### config.mk
export PLATFORM = sky130hd
export DESIGN_NAME = cdb_arbiter
export DESIGN_NICKNAME = d
export VERILOG_FILES = /design/src/rtl/cdb_arbiter.sv
export SDC_FILE = /design/constraint.sdc
export NUM_CORES = 1
export LEC_CHECK = 0
export CAP_MARGIN = 25
export CORE_MARGIN = 2
export CORE_UTILIZATION = 30
export CTS_CLUSTER_SIZE = 10
export DETAILED_ROUTE_END_ITERATION = 12
export SLEW_MARGIN = 20
export SYNTH_ARGS = -nofsm -noshare
export SYNTH_HDL_FRONTEND = slang
export SYNTH_SLANG_ARGS = --single-unit
### constraint.sdc
create_clock -name clock -period 4.27 [get_ports clock]
set_input_delay 0.854 -clock clock [delete_from_list [all_inputs] [get_ports clock]]
set_output_delay 0.854 -clock clock [all_outputs]
set_load 0.05 [all_outputs]
### src/rtl/cdb_arbiter.sv
// Dual-lane CDB arbiter: round-robin grant of up to two FU completions per cycle, registered.
// Optional CDB_BRANCH_PRIO_EN: requesters flagged in BR_MASK are scanned before all others.

`ifndef ROB_LEN
`define ROB_LEN 6
`endif
`ifndef PR_LEN
`define PR_LEN 7
`endif

module cdb_arbiter #(
  parameter int unsigned          NUM_REQ = 6,
  parameter logic [NUM_REQ-1:0]   BR_MASK = '0
) (
  input  logic                          clock,
  input  logic                          reset,
  input  logic [NUM_REQ-1:0]            req_valid,
  input  logic [NUM_REQ*`ROB_LEN-1:0]   req_tag,
  input  logic [NUM_REQ*`PR_LEN-1:0]    req_phy_reg,
  input  logic [NUM_REQ-1:0]            req_branch_rst,
  output logic [NUM_REQ-1:0]            req_ready,
  input  logic                          flush,
  output logic                          cdb1_valid,
  output logic [`ROB_LEN-1:0]           cdb1_tag,
  output logic [`PR_LEN-1:0]            cdb1_phy_reg,
  output logic                          cdb1_branch_rst,
  output logic                          cdb2_valid,
  output logic [`ROB_LEN-1:0]           cdb2_tag,
  output logic [`PR_LEN-1:0]            cdb2_phy_reg,
  output logic                          cdb2_branch_rst,
  output logic [$clog2(NUM_REQ)-1:0]    rr_ptr_out,
  output logic [15:0]                   conflict_cnt
);

  localparam int unsigned PtrW = $clog2(NUM_REQ);
  localparam int unsigned RobW = `ROB_LEN;
  localparam int unsigned PrW  = `PR_LEN;
`ifdef CDB_BRANCH_PRIO_EN
  localparam int unsigned NumPass = 2;
`else
  localparam int unsigned NumPass = 1;
  logic [NUM_REQ-1:0] unused_br_mask;
  assign unused_br_mask = BR_MASK;
`endif

  logic [RobW-1:0] tag_arr [NUM_REQ];
  logic [PrW-1:0]  phy_arr [NUM_REQ];

  always_comb begin
    for (int i = 0; i < NUM_REQ; i++) begin
      tag_arr[i] = req_tag[i*RobW +: RobW];
      phy_arr[i] = req_phy_reg[i*PrW +: PrW];
    end
  end

  logic [PtrW-1:0] rr_ptr_q, rr_ptr_d;
  logic [15:0]     conflict_cnt_q, conflict_cnt_d;

  logic            a_found, b_found;
  logic [PtrW-1:0] a_idx, b_idx;
  logic [PtrW:0]   scan_sum;
  logic [PtrW-1:0] scan_idx;
  logic            scan_elig;

  // Pass 0 (branch-prio build only) takes branch FUs, pass 1 the rest; each pass is rotated.
  always_comb begin
    a_found   = 1'b0;
    b_found   = 1'b0;
    a_idx     = '0;
    b_idx     = '0;
    scan_sum  = '0;
    scan_idx  = '0;
    scan_elig = 1'b0;
    for (int p = 0; p < NumPass; p++) begin
      for (int k = 0; k < NUM_REQ; k++) begin
        scan_sum = {1'b0, rr_ptr_q} + (PtrW+1)'(k);
        if (scan_sum >= (PtrW+1)'(NUM_REQ)) scan_sum = scan_sum - (PtrW+1)'(NUM_REQ);
        scan_idx = scan_sum[PtrW-1:0];
`ifdef CDB_BRANCH_PRIO_EN
        scan_elig = (BR_MASK[scan_idx] == (p == 0));
`else
        scan_elig = 1'b1;
`endif
        if (req_valid[scan_idx] && scan_elig) begin
          if (!a_found) begin
            a_found = 1'b1;
            a_idx   = scan_idx;
          end else if (!b_found) begin
            b_found = 1'b1;
            b_idx   = scan_idx;
          end
        end
      end
    end
  end

  always_comb begin
    req_ready = '0;
    for (int i = 0; i < NUM_REQ; i++) begin
      req_ready[i] = (a_found && (a_idx == PtrW'(i))) || (b_found && (b_idx == PtrW'(i)));
    end
    if (!reset || flush) req_ready = '0;
  end

  logic [$clog2(NUM_REQ+1)-1:0] valid_cnt;
  logic [PtrW-1:0]              last_idx;
  logic [PtrW:0]                ptr_inc;

  always_comb begin
    valid_cnt = '0;
    for (int i = 0; i < NUM_REQ; i++) begin
      valid_cnt = valid_cnt + {{($clog2(NUM_REQ+1)-1){1'b0}}, req_valid[i]};
    end
    last_idx = b_found ? b_idx : a_idx;
    ptr_inc  = {1'b0, last_idx} + 1'b1;
    if (ptr_inc == (PtrW+1)'(NUM_REQ)) ptr_inc = '0;

    rr_ptr_d       = rr_ptr_q;
    conflict_cnt_d = conflict_cnt_q;
    if (flush) begin
      rr_ptr_d = '0;
    end else begin
      if (a_found) rr_ptr_d = ptr_inc[PtrW-1:0];
      if ((valid_cnt > 2) && (conflict_cnt_q != 16'hFFFF)) begin
        conflict_cnt_d = conflict_cnt_q + 16'd1;
      end
    end
  end

  logic            lane1_v_d, lane2_v_d;
  logic [RobW-1:0] lane1_tag_d, lane2_tag_d;
  logic [PrW-1:0]  lane1_phy_d, lane2_phy_d;
  logic            lane1_br_d, lane2_br_d;

  always_comb begin
    lane1_v_d   = a_found && !flush;
    lane2_v_d   = b_found && !flush;
    lane1_tag_d = lane1_v_d ? tag_arr[a_idx] : '0;
    lane1_phy_d = lane1_v_d ? phy_arr[a_idx] : '0;
    lane1_br_d  = lane1_v_d ? req_branch_rst[a_idx] : 1'b0;
    lane2_tag_d = lane2_v_d ? tag_arr[b_idx] : '0;
    lane2_phy_d = lane2_v_d ? phy_arr[b_idx] : '0;
    lane2_br_d  = lane2_v_d ? req_branch_rst[b_idx] : 1'b0;
  end

  always_ff @(posedge clock or negedge reset) begin
    if (!reset) begin
      cdb1_valid      <= 1'b0;
      cdb1_tag        <= '0;
      cdb1_phy_reg    <= '0;
      cdb1_branch_rst <= 1'b0;
      cdb2_valid      <= 1'b0;
      cdb2_tag        <= '0;
      cdb2_phy_reg    <= '0;
      cdb2_branch_rst <= 1'b0;
      rr_ptr_q        <= '0;
      conflict_cnt_q  <= '0;
    end else begin
      cdb1_valid      <= lane1_v_d;
      cdb1_tag        <= lane1_tag_d;
      cdb1_phy_reg    <= lane1_phy_d;
      cdb1_branch_rst <= lane1_br_d;
      cdb2_valid      <= lane2_v_d;
      cdb2_tag        <= lane2_tag_d;
      cdb2_phy_reg    <= lane2_phy_d;
      cdb2_branch_rst <= lane2_br_d;
      rr_ptr_q        <= rr_ptr_d;
      conflict_cnt_q  <= conflict_cnt_d;
    end
  end

  assign rr_ptr_out   = rr_ptr_q;
  assign conflict_cnt = conflict_cnt_q;

endmodule

Figure 1. Cell classes on the final placement.
Bar = 50 microns.
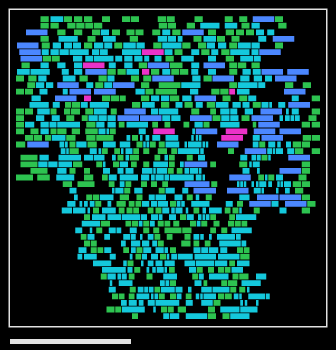
legend:
  cyan:
    class: remaining logic cells
    cells: 407
    share_of_their_area: 49%
  magenta:
    class: clock drivers and dummy loads
    cells: 8
    share_of_their_area: 1.8%
  green:
    class: remaining buffers and delay cells
    cells: 317
    share_of_their_area: 35%
  blue:
    class: registers
    cells: 49
    share_of_their_area: 15%

Figure 2. Selected gate families.
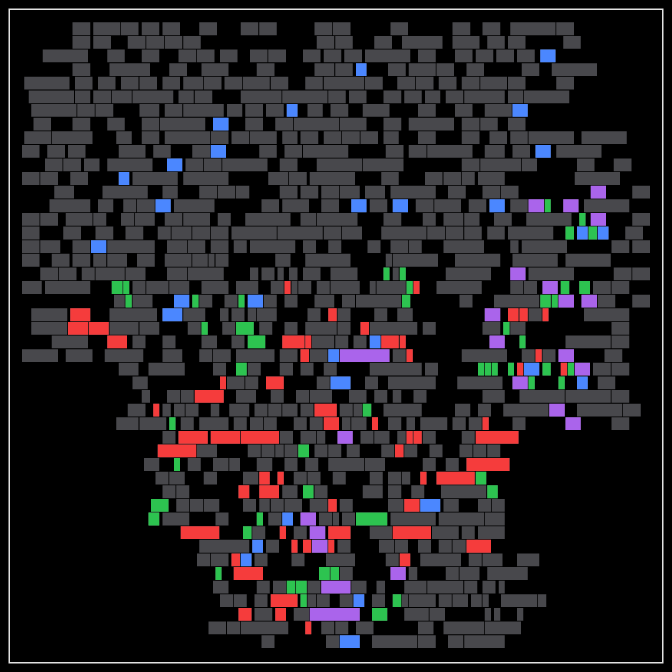
legend:
  blue:
    family: and/or cells
    cells: 30
  purple:
    family: xor and xnor cells
    cells: 23
  red:
    family: nor cells
    cells: 60
  green:
    family: nand cells
    cells: 51

Figure 3. Where the registers sit.
Bar = 50 microns.
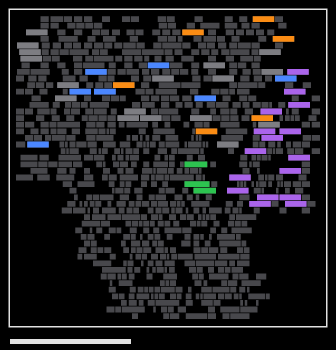
legend:
  purple:
    netlist_name: conflict_cnt
    sequential_cells: 16
    where: east
  green:
    netlist_name: rr_ptr_out
    sequential_cells: 3
  orange:
    netlist_name: cdb2_tag
    sequential_cells: 6
  blue:
    netlist_name: cdb2_phy_reg
    sequential_cells: 7
not colored: 17

==> notes.org <==
* Implementation run

** Timing
- Setup slack on the critical path of the routed design comes to -0.514 ns.
- Final hold violation count :: 0
- Fin Clk Skew :: 0.00606 ns
- The pin closest to its max-slew limit shows a slew of 0.778 ns.
- Final max-slew violation count :: 0
- In this build the clock could be raised as far as 209 MHz.
- Crit path time final :: about 4.8 ns
- Setup-violating endpoint count in the final report :: 20
- Setup total negative slack on the finished layout was measured at -5.21 ns.

** Outcome
- The final reports fail on negative setup slack.
- Status :: finished with violations

** Layout
- Fill cells :: approximately 1400

** Placed design
- Logged for this run, the post-placement worst setup slack is -0.837 ns.
- Inst Count DP :: roughly 950
- DP Wirelength :: 14300 microns

** Flow run
- OpenROAD warning count :: 36
- The run reported a max-capacitance violation count of 0.

** Floorplan
- After floorplanning, the core was divided into 46 placement rows.
- Per the OpenROAD floorplan log, the width of the die is 130 microns.
- For this configuration, the core starts out at a cell density of 30.4%.

** Critical path
- Worst setup path category :: in -> out
- Kind of start point of the critical path :: input pin
- Slowest stage cell, crit path :: or4_4
- For the worst setup path, the data arrival time is roughly 4 ns.

** Hold path
- Hold/Removal Path Class :: reg -> reg
- The report gives the cell count of the worst hold path as 1.

** Global route
- Global-route wire length before repair :: roughly 28000 microns
- The initial antenna violation count came to 0.

** Detailed routing
- Per the detail_route report, DRC violations left total 0.
- Total number of vias :: 5225
- DR pass1 iterations :: 4

** Synth
- The synthesis report lists the Yosys warning total as 0.
- Post-Synthesis Net Count :: between 500 and 600
- Synthesis inferred 49 register bits.
- Post-synth EDFFs :: 0

** CTS
- Clock-pin slew on the worst setup and hold paths :: about 0.07 ns
- In this run the clock root is driven by a clkbuf_16.
- In this run, CTS created clock tree buffers numbering 5.
Figure 4. Track usage over the die.
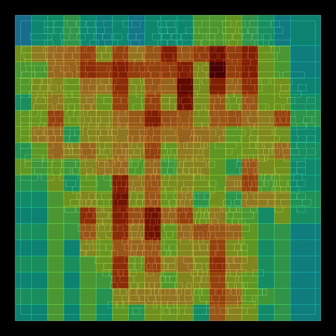
global routing met1 resource utilization: 28.9%
overall routing resource usage: 21.2%
final core utilization: 55.4%

Figure 5. Clock distribution.
Bar = 50 microns.
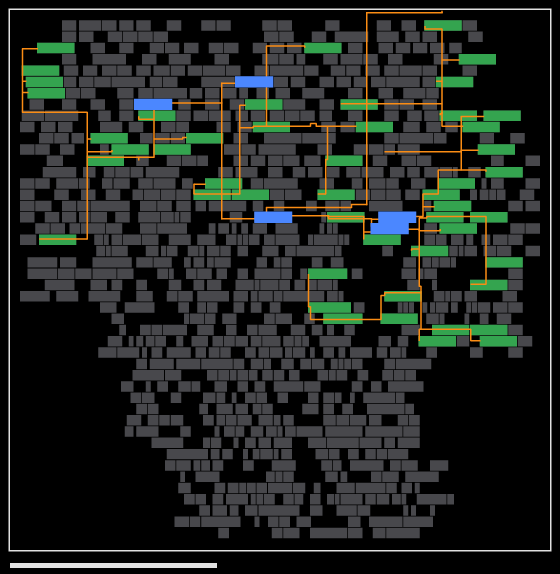
legend:
  blue:
    item: clock-net drivers
    count: 5
  orange:
    item: clock wires
    length: 741 microns
  green:
    item: flip-flops
    count: 49
routed clock nets: 6

## cell usage after synthesis, drive strengths merged (10+ instances only)
| cell type | instances | area share, % |
|---|---|---|
| a21oi | 16 | 1.8 |
| and2 | 17 | 2.2 |
| buf | 15 | 1.8 |
| dfrtp | 49 | 26 |
| ha | 13 | 3.4 |
| inv | 16 | 1.3 |
| mux2 | 30 | 7.1 |
| mux2i | 61 | 13 |
| mux4 | 14 | 6.6 |
| nand2 | 26 | 2.1 |
| nand3 | 14 | 1.7 |
| nor2 | 26 | 2.0 |
| nor3 | 15 | 1.8 |
| nor4 | 10 | 2.0 |
| o21ai | 15 | 1.6 |
| o2bb2ai | 15 | 2.7 |
| xnor2 | 17 | 3.1 |
## path summary, 6_finish.rpt
kind                                        end            start
max in group asynchronous         rr_ptr_out[1]            reset
min in group asynchronous       conflict_cnt[1]            reset
worst max register to register      cdb2_tag[3]    rr_ptr_out[1]
worst max-delay path               req_ready[0]     req_valid[1]
worst min-delay path            conflict_cnt[4]  conflict_cnt[4]
worst min register to register  conflict_cnt[4]  conflict_cnt[4]
## area by class of cell
type | instances | area (sq um) | area share (%)
Sequential cell | 49 | 1230 | 14.2
Inverter | 17 | 76.3 | 0.877
Tap cell | 216 | 270 | 3.10
Clock inverter | 3 | 25.0 | 0.287
Multi-Input combinational cell | 390 | 4030 | 46.3
Clock buffer | 5 | 125 | 1.44
Timing Repair Buffer | 317 | 2950 | 33.8
## kinds of logic after synthesis
family | Yosys count | synth area share (%)
flops | 49 | 25.7
fa+ha+maj | 16 | 4.66
compound gates | 105 | 17.4
buf+inv | 41 | 3.87
simple gates | 141 | 17.4
mux | 105 | 26.8
xor+xnor | 23 | 4.21
## layout by cell type (no fill, tap or decap), types with 8 or more instances in the layout
master and n:
a21oi_1 10, and2_4 12, buf_4 142, buf_6 22
clkdlybuf4s50_1 134, dfrtp_1 46, inv_1 11, mux2_2 8
mux2_4 18, mux2i_1 56, mux4_2 14, nand2_1 25
nand3_1 10, nor2_1 20, nor3_1 9, o2bb2ai_1 15
xnor2_1 15
## layer usage
layer,vias to the layer above,GRT usage (%),part of all wire (%),wire (microns)
li1,2443,-,-,-
met1,2598,28.9,43,8270
met2,150,36.2,51,9690
met3,34,2.26,3.9,743
met4,0,4.62,2.1,395
met5,-,0,0,0
## timing repair
action	in CTS	in global routing
gates cloned	0	3
endpoints found under the setup margin	22	22
pin swaps	28	35
setup buffers	22	16
gates resized	79	83
## per-stage QoR
step                      instance area, sq um  hold WS, ns
after floorplan                           4930        0.558
after CTS                                 8200        0.499
after global routing                      8710        0.514
after global placement                    7550        0.469
final                                     8710        0.493
after detailed placement                  7550        0.485
